==> run_1/final_congestion.png <==
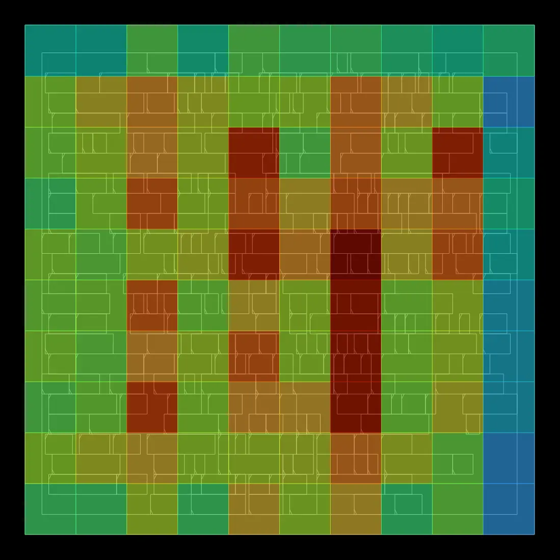
==> run_1/density.png <==
The die is cut into 7 by 7 equal tiles; dark blue is low, red is high, 0 to 100% covered.
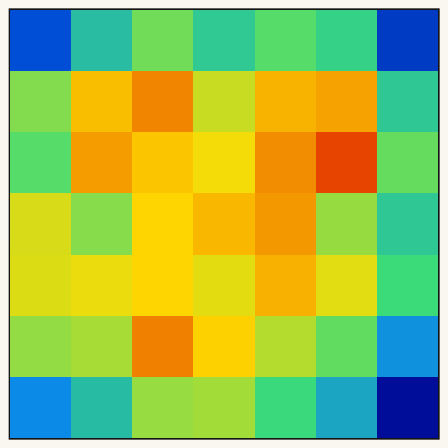
==> run_1/clock_map.png <==
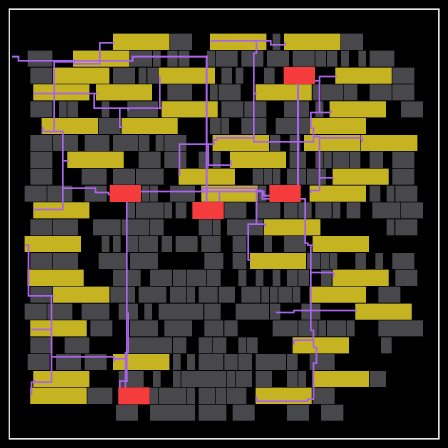
<file path="src/rtl/alu_serial.sv">
// alu_serial: slice-serial Z/N/H/C ALU, LSB slice first.
// Serves 8-bit accumulator and 16-bit pair arithmetic from one datapath.
module alu_serial #(
   parameter int WIDTH = 8,
   parameter int SLICE = 4,
   parameter int H_BIT = 3
) (
   input  logic             clk,
   input  logic             rst_n,
   input  logic             in_valid,
   output logic             in_ready,
   input  logic [2:0]       op,
   input  logic [WIDTH-1:0] a,
   input  logic [WIDTH-1:0] b,
   input  logic [3:0]       flags_in,
   output logic             out_valid,
   input  logic             out_ready,
   output logic [WIDTH-1:0] result,
   output logic [3:0]       flags_out
);

   localparam int NS = WIDTH / SLICE;
   localparam int KW = (NS > 1) ? $clog2(NS) : 1;

   localparam logic [2:0] OP_ADD = 3'd0;
   localparam logic [2:0] OP_ADC = 3'd1;
   localparam logic [2:0] OP_SUB = 3'd2;
   localparam logic [2:0] OP_SBC = 3'd3;
   localparam logic [2:0] OP_AND = 3'd4;
   localparam logic [2:0] OP_XOR = 3'd5;
   localparam logic [2:0] OP_OR  = 3'd6;
   localparam logic [2:0] OP_CP  = 3'd7;

   if ((WIDTH % SLICE) != 0) begin : g_bad_width
      $error("alu_serial: WIDTH must be a multiple of SLICE");
   end
   if (((H_BIT + 1) % SLICE) != 0) begin : g_bad_hbit
      $error("alu_serial: H_BIT+1 must be a multiple of SLICE");
   end

   typedef enum logic [1:0] {
      S_IDLE,
      S_RUN,
      S_DONE
   } state_t;

   state_t           state_q, state_d;
   logic [WIDTH-1:0] a_q, a_d;
   logic [WIDTH-1:0] b_q, b_d;
   logic [2:0]       op_q, op_d;
   logic             cin_q, cin_d;
   logic [KW-1:0]    k_q, k_d;
   logic             zacc_q, zacc_d;
   logic             h_q, h_d;
   logic [WIDTH-1:0] sh_q, sh_d;
   logic [WIDTH-1:0] result_q, result_d;
   logic [3:0]       flags_q, flags_d;

   logic                   accept;
   logic                   is_sub;
   logic                   is_logic;
   logic [SLICE-1:0]       a_s;
   logic [SLICE-1:0]       b_s;
   logic [SLICE:0]         sum;
   logic [SLICE-1:0]       slice_res;
   logic                   cout;
   logic                   last;
   logic                   h_cap;
   logic                   z_fin;
   logic                   h_fin;
   logic [WIDTH+SLICE-1:0] sh_cat;

   assign in_ready  = (state_q == S_IDLE) ||
                      ((state_q == S_DONE) && out_ready);
   assign accept    = in_valid && in_ready;
   assign out_valid = (state_q == S_DONE);
   assign result    = result_q;
   assign flags_out = flags_q;

   // one slice of the carry/borrow chain plus the bitwise ops
   always_comb begin
      is_sub    = (op_q == OP_SUB) || (op_q == OP_SBC) ||
                  (op_q == OP_CP);
      is_logic  = (op_q == OP_AND) || (op_q == OP_XOR) ||
                  (op_q == OP_OR);
      a_s       = a_q[k_q*SLICE +: SLICE];
      b_s       = b_q[k_q*SLICE +: SLICE];
      if (is_sub) begin
         sum = {1'b0, a_s} - {1'b0, b_s} - {{SLICE{1'b0}}, cin_q};
      end else begin
         sum = {1'b0, a_s} + {1'b0, b_s} + {{SLICE{1'b0}}, cin_q};
      end
      cout      = sum[SLICE];
      case (op_q)
         OP_AND:  slice_res = a_s & b_s;
         OP_XOR:  slice_res = a_s ^ b_s;
         OP_OR:   slice_res = a_s | b_s;
         default: slice_res = sum[SLICE-1:0];
      endcase
      sh_cat    = {slice_res, sh_q};
      last      = (k_q == KW'(NS - 1));
      h_cap     = ((int'(k_q) + 1) * SLICE - 1) == H_BIT;
      z_fin     = !(zacc_q || (slice_res != '0));
      case (op_q)
         OP_AND:        h_fin = 1'b1;
         OP_XOR, OP_OR: h_fin = 1'b0;
         default:       h_fin = h_cap ? cout : h_q;
      endcase
   end

   // next-state: accept, slice stepping, completion flags
   always_comb begin
      state_d  = state_q;
      a_d      = a_q;
      b_d      = b_q;
      op_d     = op_q;
      cin_d    = cin_q;
      k_d      = k_q;
      zacc_d   = zacc_q;
      h_d      = h_q;
      sh_d     = sh_q;
      result_d = result_q;
      flags_d  = flags_q;
      case (state_q)
         S_IDLE: begin
         end
         S_RUN: begin
            cin_d  = is_logic ? 1'b0 : cout;
            sh_d   = sh_cat[WIDTH+SLICE-1:SLICE];
            zacc_d = zacc_q || (slice_res != '0);
            if (h_cap) h_d = cout;
            if (last) begin
               state_d  = S_DONE;
               k_d      = '0;
               result_d = (op_q == OP_CP) ? a_q : sh_d;
               flags_d  = {z_fin, is_sub, h_fin,
                           is_logic ? 1'b0 : cout};
            end else begin
               k_d = k_q + KW'(1);
            end
         end
         S_DONE: begin
            if (out_ready) state_d = S_IDLE;
         end
         default: state_d = S_IDLE;
      endcase
      if (accept) begin
         state_d = S_RUN;
         a_d     = a;
         b_d     = b;
         op_d    = op;
         cin_d   = ((op == OP_ADC) || (op == OP_SBC)) && flags_in[0];
         k_d     = '0;
         zacc_d  = 1'b0;
         h_d     = 1'b0;
      end
   end

   // state and datapath registers
   always_ff @(posedge clk or negedge rst_n) begin
      if (!rst_n) begin
         state_q  <= S_IDLE;
         a_q      <= '0;
         b_q      <= '0;
         op_q     <= '0;
         cin_q    <= 1'b0;
         k_q      <= '0;
         zacc_q   <= 1'b0;
         h_q      <= 1'b0;
         sh_q     <= '0;
         result_q <= '0;
         flags_q  <= '0;
      end else begin
         state_q  <= state_d;
         a_q      <= a_d;
         b_q      <= b_d;
         op_q     <= op_d;
         cin_q    <= cin_d;
         k_q      <= k_d;
         zacc_q   <= zacc_d;
         h_q      <= h_d;
         sh_q     <= sh_d;
         result_q <= result_d;
         flags_q  <= flags_d;
      end
   end

endmodule
</file>
<file path="config.mk">
export PLATFORM = sky130hd
export DESIGN_NAME = alu_serial
export DESIGN_NICKNAME = d
export VERILOG_FILES = /design/src/rtl/alu_serial.sv
export SDC_FILE = /design/constraint.sdc
export NUM_CORES = 1
export LEC_CHECK = 0
export CAP_MARGIN = 20
export CORE_MARGIN = 2
export CORE_UTILIZATION = 57
export CTS_BUF_LIST = sky130_fd_sc_hd__clkbuf_8 sky130_fd_sc_hd__clkbuf_16
export DETAILED_ROUTE_END_ITERATION = 10
export GPL_TIMING_DRIVEN = 0
export PLACE_DENSITY = 0.85
export SLEW_MARGIN = 10
export SYNTH_ARGS = -nofsm -noshare
export SYNTH_HDL_FRONTEND = slang
export SYNTH_SLANG_ARGS = --single-unit
</file>
<file path="constraint.sdc">
create_clock -name clk -period 6.7 [get_ports clk]
set_input_delay 1.34 -clock clk [delete_from_list [all_inputs] [get_ports clk]]
set_output_delay 1.34 -clock clk [all_outputs]
set_load 0.005 [all_outputs]
</file>
==> run summary, run 1 <==
Status of the implementation.

- Per the run report, area growth between synthesis and finish was 22.6%.
- The final layout report lists a non-clock inverter count of 21.
- In this design, the largest share of critical-path delay is due to buffers and inverters.
- After synthesis, the most frequently instantiated cells are sky130_fd_sc_hd__dfrtp_1 (41), sky130_fd_sc_hd__nand2_1 (26), sky130_fd_sc_hd__inv_1 (21).
- The sequential share of cell area is 34.7%, for reference.
- The total of plain and repair buffers excluding clock buffers is approximately 50, for reference.
- The post-synthesis average cell area is around 11 um2, for reference.
- The area of the synthesized netlist per yosys stat is approximately 2400 um2, for reference.
- The area of the chip is ~4800 um2, for reference.
- The final layout net count is about 310, for reference.
- Across every metal layer, demand over resource in global routing totals between 20% and 30%.
- The required time of the worst setup path is 5360 ps, for reference.
- The number of cells on the worst reg-to-reg path is 9.
- Registers take approximately 1000 um2.
- The prevailing post-synth register cell is sky130_fd_sc_hd__dfrtp_1, for reference.
- The critical path class is in -> out, for reference.
- In this run, the synthesized area fraction spent on AND-OR/OR-AND gates is recorded as around 14%.
- The cell that appears most often on the critical path is sky130_fd_sc_hd__clkdlybuf4s50_1.
- The first global-routing pass estimated about 8600 um of wire.
- Per the layout report, the design carries 317 filler cells.
- In the finished design, the share of the clock period the worst path needs comes to about 58%.
- Per the Yosys statistics, synthesis produced roughly 230 cells.
- The count of library flops with an enable pin is 0, for reference.
- The final global-route overflow total is 0, for reference.
- The analysis attributes to cell leakage a power of approximately 1.4 nW.
- In this run the clock root is driven by a sky130_fd_sc_hd__clkbuf_8.
- The area share of buffers outside the clock network is 15.4%, for reference.
- The wire-length estimate of the detail-placed layout is ~3900 um.
- STA shows the worst min-delay path finishing at result[0].
- The final critical-path setup slack is between 2000 and 3000 ps, for reference.
- The total core area is 4030 um2, for reference.
- The longest clock path from root to sink contains 2 buffers.
- Per the synthesis report, the adder-cell share of the synthesized area is approximately a tenth.
- The cts-stage hold buffer count is 0, for reference.
- The routed design could run at a clock period as short as between 3000 and 4000 ps.
- In the CTS report, the clock slew at the register clock pins of the worst setup and hold paths is listed as about 80 ps.
- The worst hold path passes through 2 cells.
- The report lists the cells along the critical path as clkdlybuf4s50_1, inv_1, a21oi_1, clkdlybuf4s50_1.
- The flow ran to the end, and the final reports show no timing, DRC or antenna violations.
- The Yosys step of the flow raised 0 warnings.
- The routability congestion estimate is between 0.9 and 1, for reference.
- The timing report gives the worst reg2reg path a setup slack of roughly 3400 ps.
- The power report attributes to the combinational group a share of 64.7%.
- The multiplexer share of the synthesized area is ~16%, for reference.
- The area share of xor/xnor cells in the synthesized design is less than 1%, for reference.
- The most numerous cell in the Yosys netlist is sky130_fd_sc_hd__dfrtp_1, for reference.
- The core utilization before placement is between 50% and 60%, for reference.
- The tally of clock buffers in the finished layout is 6, for reference.
- In the detailed route, the total length drawn on met2 is 2400 um.
- According to the timing report, the critical path is captured at in_ready.
- The cell total after placement is between 300 and 400, for reference.
- The synthesized area is 2410 um2, for reference.
- The detailed router reported a total wirelength of slightly below 5000 um.
- The remaining routing DRC violations is 0, for reference.
- Synthesis produced approximately 230 cells.
- TritonCTS built the clock tree.
- The reported max-cap violation count is 0, for reference.
- The measured slew at the worst slew-check pin is 713 ps, for reference.
- The critical path launch point type is an input pin, for reference.
- Clock tree synthesis inserted a total of 5 buffers.
- The via count of the first global-routing pass is 1810, for reference.
- The master of the slowest instance on the critical path is sky130_fd_sc_hd__clkdlybuf4s50_1, for reference.
- The iteration tally of the first detailed-router pass is 4, for reference.
- In the per-layer summary, the met1 wirelength comes to ~2100 um.
- Once detail routing completed, the nets flagged for antenna violations numbered 0.
- Among the non-sequential cells, multiplexers take the most area.
- The post-synthesis register bit count is around 40, for reference.
About final_congestion.png:
met3 Usage GRT: 4.24%
met2 capacity usage during global routing: 37.1%
Most Crowded Layer GR: met2
average routed wire per standard cell: 15.1 um
met1 track utilization from global routing: 29.2%

About density.png:
mean over tiles	61%
fullest tile	92%
densest ninth of the die	centre
emptiest ninth of the die	lower right

About clock_map.png:
[yellow] flip-flops | count: 41
[purple] clock wires | length: 515 um
[red] cells driving clock nets | count: 5
routed clock nets	6
flops lie	all over the die
worst setup skew after layout: 10.6 ps
Clock net power: 0.000173 W
clock latency of the later-clocked register in the worst-skew pair: 300 ps
Clk network pwr share: 9.9%

-- run 1: cell usage in the layout (no fill, tap or decap), types with 2 or more instances in the layout --
cell type and n:
sky130_fd_sc_hd__o21ai_0 15, sky130_fd_sc_hd__buf_6 2, sky130_fd_sc_hd__a21oi_1 7, sky130_fd_sc_hd__ha_1 12
sky130_fd_sc_hd__or2_2 2, sky130_fd_sc_hd__clkbuf_1 2, sky130_fd_sc_hd__mux2_2 20, sky130_fd_sc_hd__o32ai_1 2
sky130_fd_sc_hd__buf_2 6, sky130_fd_sc_hd__nor2b_1 7, sky130_fd_sc_hd__clkdlybuf4s50_1 36, sky130_fd_sc_hd__nor2_1 6
sky130_fd_sc_hd__or3_1 2, sky130_fd_sc_hd__buf_4 2, sky130_fd_sc_hd__clkbuf_8 6, sky130_fd_sc_hd__dfrtp_1 41
sky130_fd_sc_hd__nand2_1 26, sky130_fd_sc_hd__fa_1 4, sky130_fd_sc_hd__mux2i_1 15, sky130_fd_sc_hd__a22o_1 4
sky130_fd_sc_hd__a211oi_2 2, sky130_fd_sc_hd__inv_1 21, sky130_fd_sc_hd__a31o_2 2, sky130_fd_sc_hd__nand2b_1 3
sky130_fd_sc_hd__a21o_1 2
-- run 1: power groups by stage --
stage               Combinational, W  Sequential (W)  Clock, W
CTS                          0.00114        0.000446  0.000175
detailed placement           0.00113        0.000452         0
global placement             0.00110        0.000444         0
global route                 0.00126        0.000462  0.000187
floorplan                   0.000837        0.000433         0
finish                       0.00113        0.000445  0.000173
-- run 1: registers in the layout, indices dropped and copies added (netlist names) --
| signal | count |
|---|---|
| state_q | 2 |
| k_q | 1 |
| zacc_q | 1 |
| op_q | 3 |
| flags_out | 4 |
| h_q | 1 |
| result | 8 |
| sh_q | 4 |
| b_q | 8 |
| cin_q | 1 |
| a_q | 8 |
==> run 1 -> run 2 <==
--- a/config.mk
+++ b/config.mk
@@ -7,11 +7,11 @@
 export LEC_CHECK = 0
 export CAP_MARGIN = 20
 export CORE_MARGIN = 2
-export CORE_UTILIZATION = 57
+export CORE_UTILIZATION = 53
 export CTS_BUF_LIST = sky130_fd_sc_hd__clkbuf_8 sky130_fd_sc_hd__clkbuf_16
 export DETAILED_ROUTE_END_ITERATION = 10
 export GPL_TIMING_DRIVEN = 0
-export PLACE_DENSITY = 0.85
+export PLACE_DENSITY = 0.8
 export SLEW_MARGIN = 10
 export SYNTH_ARGS = -nofsm -noshare
 export SYNTH_HDL_FRONTEND = slang
==> constraint.sdc (replaced) <==
create_clock -name clk -period 3.6 [get_ports clk]
set_input_delay 0.72 -clock clk [delete_from_list [all_inputs] [get_ports clk]]
set_output_delay 0.72 -clock clk [all_outputs]
set_load 0.005 [all_outputs]
==> run_2/clock_map.png <==
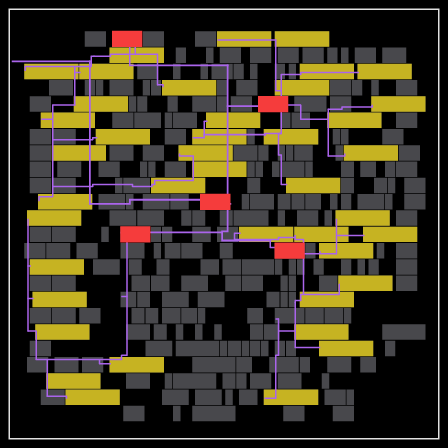
[yellow] flip-flops | count: 41
[purple] clock wires | length: 509 um
[red] cells driving clock nets | count: 5
routed clock nets	6

==> run 2 against run 1 <==
  * Clock power increased by 77%
  * Clock skew decreased by 4.9 ps
  * Cell area decreased by 0.13%
  * Clock-buffer cell count unchanged
  * Worst hold slack got worse by 180 ps
  * Synthesized area unchanged
  * First-iteration DRC count increased by 51%
  * Flip-flop count unchanged
  * Largest cell class unchanged
==> run summary, run 2 <==
Status of the implementation.

- The clock buffer count from CTS is 5, for reference.
- The post-synthesis cell count is approximately 230, for reference.
- The required time of the worst setup path is approximately 3800 ps, for reference.
- The critical path launch point type is a flip-flop, for reference.
- Ranking logic cells in the layout by count gives the top entries sky130_fd_sc_hd__dfrtp_1 (41), sky130_fd_sc_hd__clkdlybuf4s50_1 (36), sky130_fd_sc_hd__nand2_1 (26).
- TritonCTS built the clock tree.
- In this run the deepest clock path goes through 2 buffers.
- In this run, the synthesized area fraction spent on adder and majority cells is recorded as under 10%.
- The number of placed instances, taps included, is between 300 and 400.
- The synthesized design contains 0 enable-type register cells.
- Global routing consumed, over all layers together, between 20% and 30% of the routing resources.
- The final critical delay including setup and external delays is 3220 ps, for reference.
- For this design, the CTS-stage hold fixing added 0 buffers.
- The routability congestion estimate is 0.915, for reference.
- The finished design was reported to have a net count of about 310.
- The wire length of the first global-routing pass is 8250 um, for reference.
- The overall die size recorded for this design is roughly 5100 um2.
- The most numerous cell in the Yosys netlist is sky130_fd_sc_hd__dfrtp_1, for reference.
- The synthesis run shows the most used standard cells to be sky130_fd_sc_hd__dfrtp_1 (41), sky130_fd_sc_hd__nand2_1 (26), sky130_fd_sc_hd__inv_1 (21).
- The final global-route overflow total is 0, for reference.
- The total core area is about 4400 um2, for reference.
- Per the synthesis report, the XOR/XNOR share of the synthesized area is less than 1%.
- The global-route track usage on met1 is between 20% and 30%, for reference.
- The HPWL reported at the end of detailed placement is ~3900 um, for reference.
- The leakage power is 1.37 nW, for reference.
- The synthesis log from Yosys contains 0 warnings.
- The share of synthesized cell area in and-or and or-and compound cells is ~14%, for reference.
- The post-synthesis register bit count is slightly above 40, for reference.
- Clock tree synthesis selected as its root buffer the cell sky130_fd_sc_hd__clkbuf_8.
- The transition time recorded at the tightest slew-check pin is a little over 600 ps.
- The run finished with clean final reports.
- The post-detailed-route count of antenna-violating nets is 0, for reference.
- After synthesis, the share of cell area in mux cells is between 10% and 20%.
- The setup slack of the most critical reg-to-reg path is approximately 380 ps, for reference.
- The report counts max-capacitance violations totalling 0.
- In the routed design, unresolved DRC markers number 0.
- After synthesis the cells add up to 2410 um2.
- The critical path is of the reg -> reg type.
- The master of the slowest instance on the critical path is sky130_fd_sc_hd__fa_1, for reference.
- The area of the synthesized netlist per yosys stat is 2410 um2, for reference.
- The worst clock skew is 5.72 ps, for reference.
- Setup slack on the critical path of the routed design comes to approximately 380 ps.
- The core utilization before placement is a little under three fifths, for reference.
- The layout overhead on the synthesized area is 22.4%, for reference.
- After detailed routing, the total wire length is 4930 um.
==> run_2/final_congestion.png <==
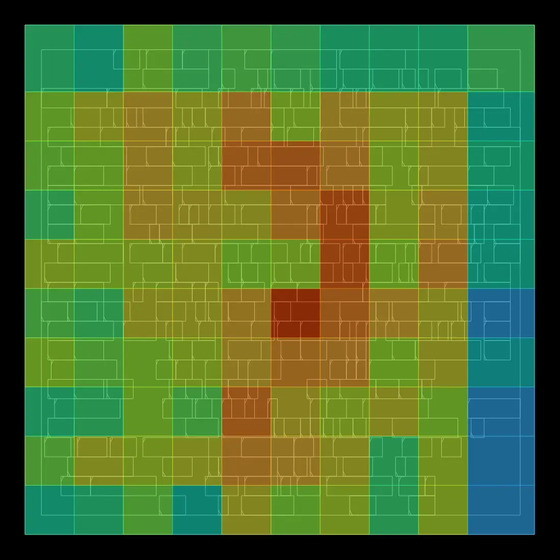
Final Core Density: 67.4%
met2 capacity usage during global routing: 35.0%
met3 Usage GRT: 5.06%
average routed wire per standard cell: 15.2 um

run 2: cell counts after synthesis:
No cell type changed its count.
run 2: logic make-up after synthesis:
kind of cell | count (synthesis)
buffers and inverters | 32
AND-OR/OR-AND | 45
multiplexers | 36
flip-flops | 41
XOR/XNOR | 2
adder cells (fa/ha/maj) | 16
AND/OR/NAND/NOR | 54
run 2: metal layers:
layer  up-vias  wire (um)
met3         6        214
met5         -          0
met1       875       2230
li1        863          -
met4         0         52
met2        52       2430
run 2: cell type report:
type	instances	area [um2]
fill	381	1430
multi-input combinational	153	1240
sequential	41	1030
timing repair buffer	38	385
clock buffer	6	82.6
inverter	21	78.8
buffer	11	70.1
tap	52	65.1
clock inverter	1	7.51
run 2: worst max-delay path by stage:
stage / cells after the start / startpoint / to
6_report: 10 / k_q / zacc_q
5_1_grt: 10 / k_q / result[5]
4_1_cts: 10 / k_q / zacc_q
3_5_place_dp: 10 / k_q / zacc_q
3_3_place_gp: 10 / k_q / zacc_q
2_1_floorplan: 10 / k_q / zacc_q
run 2: worst reg2reg max path: stages, from the launching register on:
cell and delay, ps:
sky130_fd_sc_hd__dfrtp_1 370, sky130_fd_sc_hd__buf_2 290, sky130_fd_sc_hd__mux2i_1 390, sky130_fd_sc_hd__inv_1 130
sky130_fd_sc_hd__fa_1 440, sky130_fd_sc_hd__fa_1 480, sky130_fd_sc_hd__mux2i_1 180, sky130_fd_sc_hd__xor2_1 160
sky130_fd_sc_hd__a22o_1 200, sky130_fd_sc_hd__nand2_1 90, sky130_fd_sc_hd__o41a_1 380
run 2: report_power, final:
part / switching [W] / internal [W] / total (W)
sequential: 0.000141 / 0.000687 / 0.000828
clock: 0.000155 / 0.000152 / 0.000306
combinational: 0.00110 / 0.00102 / 0.00212
total: 0.00140 / 0.00186 / 0.00325
Power figures rest on the tool's default switching activity, not on a simulated workload.
